**config.mk**
```make
export PLATFORM = sky130hd
export DESIGN_NAME = path_sender_flat
export DESIGN_NICKNAME = d
export VERILOG_FILES = /design/src/rtl/path_pkg.sv /design/src/rtl/path_sender_if.sv /design/src/rtl/path_lifo.sv /design/src/rtl/path_sender.sv /design/src/flat_wrapper.sv
export SDC_FILE = /design/constraint.sdc
export NUM_CORES = 1
export LEC_CHECK = 0
export CAP_MARGIN = 30
export CORE_ASPECT_RATIO = 1.2
export CORE_UTILIZATION = 65
export CTS_BUF_LIST = sky130_fd_sc_hd__clkbuf_2
export DETAILED_ROUTE_END_ITERATION = 10
export PLACE_DENSITY_LB_ADDON = 0.05
export SYNTH_ARGS = -nofsm -noshare
export SYNTH_HDL_FRONTEND = slang
export SYNTH_SLANG_ARGS = --single-unit
```
**constraint.sdc**
```tcl
create_clock -name clk -period 9.8 [get_ports clk]
set_clock_uncertainty 0.05 [all_clocks]
set_input_delay 1.47 -clock clk [delete_from_list [all_inputs] [get_ports clk]]
set_output_delay 1.47 -clock clk [all_outputs]
set_load 0.01 [all_outputs]
```
**src/rtl/path_pkg.sv**
```systemverilog
// Shared types and constants for the path-planner datapath (sender and receiver).
package path_pkg;

    localparam int NODE_WIDTH_DEF   = 8;
    localparam int MAX_PATH_LEN_DEF = 64;
    localparam logic [NODE_WIDTH_DEF-1:0] NO_PRED = '1;

    typedef enum logic [2:0] {
        ST_IDLE      = 3'd0,
        ST_WALK_REQ  = 3'd1,
        ST_WALK_WAIT = 3'd2,
        ST_SEND      = 3'd3,
        ST_DONE      = 3'd4
    } state_t;

    function automatic int ptr_width(input int depth);
        return $clog2(depth) + 1;
    endfunction

endpackage

```
**src/rtl/path_sender_if.sv**
```systemverilog
// Valid/ready node stream from the path sender to the output link.
interface path_sender_if #(
    parameter int NODE_WIDTH = 8
);
    logic                  tx_valid;
    logic                  tx_ready;
    logic [NODE_WIDTH-1:0] tx_data;
    logic                  tx_last;

    modport master (output tx_valid, output tx_data, output tx_last, input tx_ready);
    modport slave  (input tx_valid, input tx_data, input tx_last, output tx_ready);
endinterface

```
**src/rtl/path_lifo.sv**
```systemverilog
// Path buffer: registered storage, combinational top-of-stack, synchronous clear.
module path_lifo
    import path_pkg::*;
#(
    parameter int WIDTH     = NODE_WIDTH_DEF,
    parameter int DEPTH     = MAX_PATH_LEN_DEF,
    parameter int PTR_WIDTH = ptr_width(MAX_PATH_LEN_DEF)
) (
    input  logic                 clk,
    input  logic                 rst,
    input  logic                 push,
    input  logic                 pop,
    input  logic                 clear,
    input  logic [WIDTH-1:0]     din,
    output logic [WIDTH-1:0]     dout,
    output logic                 full,
    output logic                 empty,
    output logic [PTR_WIDTH-1:0] count
);

    localparam int IDX_W = $clog2(DEPTH);

    logic [WIDTH-1:0]     mem_q [DEPTH];
    logic [PTR_WIDTH-1:0] sp_q, sp_d;
    logic [IDX_W-1:0]     wr_idx;
    logic [IDX_W-1:0]     rd_idx;

    assign wr_idx = sp_q[IDX_W-1:0];
    assign rd_idx = IDX_W'(sp_q - PTR_WIDTH'(1));
    assign full   = (sp_q == PTR_WIDTH'(DEPTH));
    assign empty  = (sp_q == '0);
    assign count  = sp_q;
    assign dout   = mem_q[rd_idx];

    always_comb begin
        sp_d = sp_q;
        if (clear) begin
            sp_d = '0;
        end else if (push) begin
            sp_d = sp_q + PTR_WIDTH'(1);
        end else if (pop) begin
            sp_d = sp_q - PTR_WIDTH'(1);
        end
    end

    always_ff @(posedge clk or posedge rst) begin
        if (rst) begin
            sp_q <= '0;
        end else begin
            sp_q <= sp_d;
        end
    end

    always_ff @(posedge clk) begin
        if (push && !clear) begin
            mem_q[wr_idx] <= din;
        end
    end

    // The walker checks full before pushing and SEND pops only a non-empty stack.
    a_no_push_full: assert property (@(posedge clk) disable iff (rst) !(push && full && !clear));
    a_no_pop_empty: assert property (@(posedge clk) disable iff (rst) !(pop && empty && !clear));

endmodule

```
**src/rtl/path_sender.sv**
```systemverilog
// Walks the predecessor chain destino->fonte into a LIFO, then streams it fonte-first.
module path_sender
    import path_pkg::*;
#(
    parameter int NODE_WIDTH   = NODE_WIDTH_DEF,
    parameter int MAX_PATH_LEN = MAX_PATH_LEN_DEF,
    parameter int PTR_WIDTH    = ptr_width(MAX_PATH_LEN_DEF)
) (
    input  logic                  clk,
    input  logic                  rst,
    input  logic                  start,
    input  logic [NODE_WIDTH-1:0] fonte,
    input  logic [NODE_WIDTH-1:0] destino,
    output logic                  pred_rd_en,
    output logic [NODE_WIDTH-1:0] pred_addr,
    input  logic [NODE_WIDTH-1:0] pred_data,
    path_sender_if.master         tx,
    output logic                  busy,
    output logic                  done,
    output logic                  error
);

    localparam logic [NODE_WIDTH-1:0] NoPred = '1;

    state_t                state_q, state_d;
    logic [NODE_WIDTH-1:0] cur_q, cur_d;
    logic [NODE_WIDTH-1:0] fonte_q, fonte_d;
    logic                  error_q, error_d;

    logic                  lifo_push, lifo_pop, lifo_clear;
    logic [NODE_WIDTH-1:0] lifo_din, lifo_dout;
    logic                  lifo_full, lifo_empty;
    logic [PTR_WIDTH-1:0]  lifo_count;

    logic                  send_valid;
    logic [NODE_WIDTH-1:0] send_data;
    logic                  send_last;

    path_lifo #(
        .WIDTH    (NODE_WIDTH),
        .DEPTH    (MAX_PATH_LEN),
        .PTR_WIDTH(PTR_WIDTH)
    ) u_lifo (
        .clk  (clk),
        .rst  (rst),
        .push (lifo_push),
        .pop  (lifo_pop),
        .clear(lifo_clear),
        .din  (lifo_din),
        .dout (lifo_dout),
        .full (lifo_full),
        .empty(lifo_empty),
        .count(lifo_count)
    );

    always_comb begin
        state_d    = state_q;
        cur_d      = cur_q;
        fonte_d    = fonte_q;
        error_d    = error_q;
        lifo_push  = 1'b0;
        lifo_pop   = 1'b0;
        lifo_clear = 1'b0;
        lifo_din   = pred_data;
        pred_rd_en = 1'b0;
        pred_addr  = '0;
        send_valid = 1'b0;
        send_data  = '0;
        send_last  = 1'b0;

        unique case (state_q)
            ST_IDLE: begin
                if (start) begin
                    fonte_d   = fonte;
                    cur_d     = destino;
                    error_d   = 1'b0;
                    lifo_push = 1'b1;
                    lifo_din  = destino;
                    state_d   = (destino == fonte) ? ST_SEND : ST_WALK_REQ;
                end
            end
            ST_WALK_REQ: begin
                pred_rd_en = 1'b1;
                pred_addr  = cur_q;
                state_d    = ST_WALK_WAIT;
            end
            ST_WALK_WAIT: begin
                // Missing predecessor wins over a full stack; a loop ends on full.
                if (pred_data == NoPred || lifo_full) begin
                    error_d = 1'b1;
                    state_d = ST_DONE;
                end else begin
                    lifo_push = 1'b1;
                    if (pred_data == fonte_q) begin
                        state_d = ST_SEND;
                    end else begin
                        cur_d   = pred_data;
                        state_d = ST_WALK_REQ;
                    end
                end
            end
            ST_SEND: begin
                send_valid = 1'b1;
                send_data  = lifo_dout;
                send_last  = (lifo_count == PTR_WIDTH'(1));
                if (tx.tx_ready && !lifo_empty) begin
                    lifo_pop = 1'b1;
                    if (send_last) begin
                        state_d = ST_DONE;
                    end
                end
            end
            ST_DONE: begin
                lifo_clear = 1'b1;
                state_d    = ST_IDLE;
            end
            default: begin
                state_d = ST_IDLE;
            end
        endcase
    end

    always_ff @(posedge clk or posedge rst) begin
        if (rst) begin
            state_q <= ST_IDLE;
            cur_q   <= '0;
            fonte_q <= '0;
            error_q <= 1'b0;
        end else begin
            state_q <= state_d;
            cur_q   <= cur_d;
            fonte_q <= fonte_d;
            error_q <= error_d;
        end
    end

    assign tx.tx_valid = send_valid;
    assign tx.tx_data  = send_data;
    assign tx.tx_last  = send_last;
    assign busy        = (state_q != ST_IDLE);
    assign done        = (state_q == ST_DONE);
    assign error       = error_q;

endmodule
```
**src/flat_wrapper.sv**
```systemverilog
// flat-port wrapper written by rule: the top's interface ports become plain ports
module path_sender_flat import path_pkg::*;
#(
    parameter int NODE_WIDTH   = NODE_WIDTH_DEF,
    parameter int MAX_PATH_LEN = MAX_PATH_LEN_DEF,
    parameter int PTR_WIDTH    = ptr_width(MAX_PATH_LEN_DEF)
)
  (clk, rst, start, fonte, destino, pred_rd_en, pred_addr, pred_data, busy, done, error, tx_tx_valid, tx_tx_data, tx_tx_last, tx_tx_ready);
  path_sender_if #(.NODE_WIDTH(NODE_WIDTH)) tx_i ();
  input  logic clk;
  input  logic rst;
  input  logic start;
  input  logic [NODE_WIDTH-1:0] fonte;
  input  logic [NODE_WIDTH-1:0] destino;
  output logic pred_rd_en;
  output logic [NODE_WIDTH-1:0] pred_addr;
  input  logic [NODE_WIDTH-1:0] pred_data;
  output logic busy;
  output logic done;
  output logic error;
  output wire logic [$bits(tx_i.tx_valid)-1:0] tx_tx_valid;
  output wire logic [$bits(tx_i.tx_data)-1:0] tx_tx_data;
  output wire logic [$bits(tx_i.tx_last)-1:0] tx_tx_last;
  input wire logic [$bits(tx_i.tx_ready)-1:0] tx_tx_ready;
  assign tx_tx_valid = tx_i.tx_valid;
  assign tx_tx_data = tx_i.tx_data;
  assign tx_tx_last = tx_i.tx_last;
  assign tx_i.tx_ready = tx_tx_ready;
  path_sender #(.NODE_WIDTH(NODE_WIDTH), .MAX_PATH_LEN(MAX_PATH_LEN), .PTR_WIDTH(PTR_WIDTH)) u_core (.clk(clk), .rst(rst), .start(start), .fonte(fonte), .destino(destino), .pred_rd_en(pred_rd_en), .pred_addr(pred_addr), .pred_data(pred_data), .tx(tx_i), .busy(busy), .done(done), .error(error));
endmodule
```
==> notes.md <==
run metrics: status=finished clean, WL met3=4.353 mm, Basic Gates by Area=under 10%, non-clock inverter total of the final layout=8, fmax=147.0 MHz, largest net degree at the start of global routing=101, AO/OA Area Share=under 10%, initial antenna violation count=3, hold endpoint=u_core.error, crit path to=tx_tx_data[7], Min Clock Period, post-route=between 6 and 7 ns, RSZ-0062 raised after global routing=no, final setup fails=0, r2r startpoint=u_core.u_lifo.count[3], drt wl/cell=between 20 and 30 µm, Logic cell area=about 0.0056 mm², Flop area=0.01605 mm², global-route usage over all layers=between 20% and 30%, R2R Setup Slk=just under 6 ns, cells in synth_stat.txt=~1300, die area=around 0.035 mm², crit path DAT=5.28 ns, hold crit path type=flip-flop to flip-flop, Clock-cell share=between 4 and 5%, grt met1 use=40.99%, postcts setup bufs=0, seq pwr=about 2900 µW, Seq share, synth=73.00%, Buffers, non-clock=around 70, Critical Path RT=about 8.3 ns, buffering overhead=a little under 3%, worst skew pair latency=around 1.1 ns, Synth Warn #=0, largest reg by FF count=u_core.u_lifo.mem_q, DR DRC count=0, final antenna-violating net count=0, comb area leader=multiplexers, Top Layout Cells=512 x edfxtp_1, 188 x clkbuf_2, 156 x nor2_1, Hold Crit Depth=2, routability cong.=0.8730, Avg Cell Area, Syn=17.46 µm², layer with the highest usage=met2, Synth Flop Type=edfxtp_1, area grow syn2layout=9.321%, share of cells above drive strength 1=about 25%, DP Worst Slack=approximately 4.0 ns, fraction of area in registers=between 60% and 70%, # resized after CTS=0, WP buf/inv=4, Tcrit/Tclk final=a little over two thirds, pwr dens=310.0 mW/mm², # H-tree levels=3, pins over their slew limit=0, overall power=between 7000 and 8000 µW, sw power=2844 µW, Logic pwr share=a little over two fifths, Post-Route M1 WL=between 15 and 20 mm, CP delay by family, top=buffers and inverters, Yosys reg bits=539, leakage=roughly 0.008 µW, CP Launch Point=u_core.u_lifo.count[0], worst slew pin tran=0.9923 ns, yosys stat chip area=about 0.022 mm², CP max-delay cell=xor2_4, Reg-to-Reg End=u_core.u_lifo.mem_q[56][3], Largest regs=u_core.u_lifo.mem_q (512), u_core.cur_q (8), u_core.fonte_q (8), Bufs on Longest Clock Path=3, Worst Path Max Fanout=58, area leader, netlist=edfxtp_1, Final Hold Fails=0, fill count=~2200, clk sinks=539, number of flip-flops in the largest register=between 500 and 600, IO buf count=49, Power Internal=~4600 µW, slew margin rel.=33.74%, Post-DP HPWL=approximately 30 mm, Area leader share=between 60% and 70%, dpl cells=1709, flop count=539, top layer in use=met4, Hold Startpoint=u_core.error, CP Class=flip-flop to output pin, Seq pwr share=38.9%, clk slew on worst S/H paths=0.12 ns, DR pass1 iterations=5, adder share=less than 1%, Tapcells=around 450, CTS Hold Bufs=0, grt ovf=0, routing usage on met3=under 10%, Cells after Synth=between 1000 and 1500, OpenROAD warning count=30, CTS tree=yes, biggest area cells=edfxtp_1 70%, mux4_2 12%, dfrtp_1 3.1%, largest class=registers, Hold Slack=around 0.46 ns, xor/xnor share=less than 1%, crit-path cells=inv_1 -> buf_4 -> ha_4 -> xor2_4 -> buf_12 -> mux4_1 -> and2_1 -> a211oi_1 -> or4_1 -> a21oi_1 -> clkdlybuf4s50_1, Final WS setup=around 3 ns
**Signal wires on met2**

Scale bar: 50 µm.
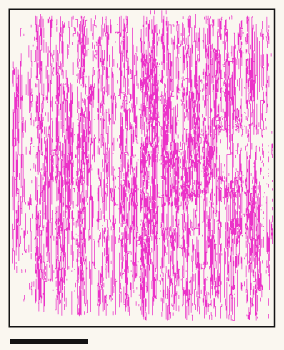
main direction = vertical
nets with wire on the layer = 1245
share of all routed wire = 50%
vias: 12143
met2 Use GR: 48.73%
WL final: 49.62 mm

**Clock wiring as the flow saved it**

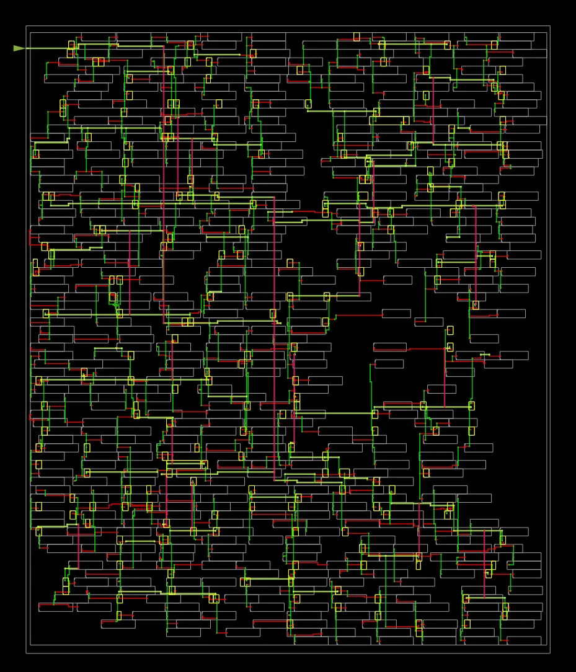
Power Clock: 1400 µW
CTS buffer count: 119

**Floorplan with the power grid**

Scale bar: 50 µm. Pins as bars on the die edge.
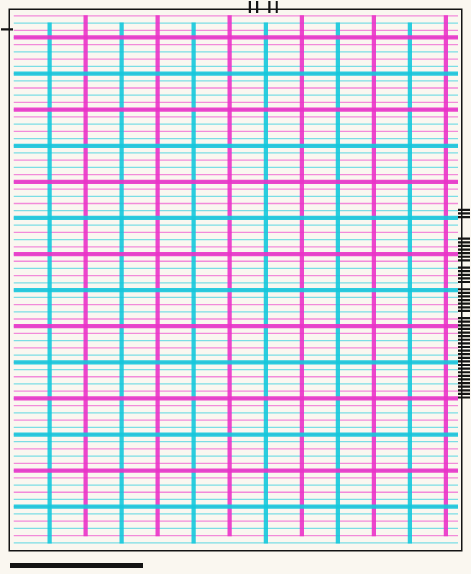
VDD -> magenta
VSS -> cyan
met1 rails = 74
signal pins = 50
rows = 73
core area: 0.03325 mm²
maximum vdd drop: 0.0002195 V
chip height: 203.5 µm
Die Wd: 169.9 µm

Power is estimated from default activity; no workload was simulated.
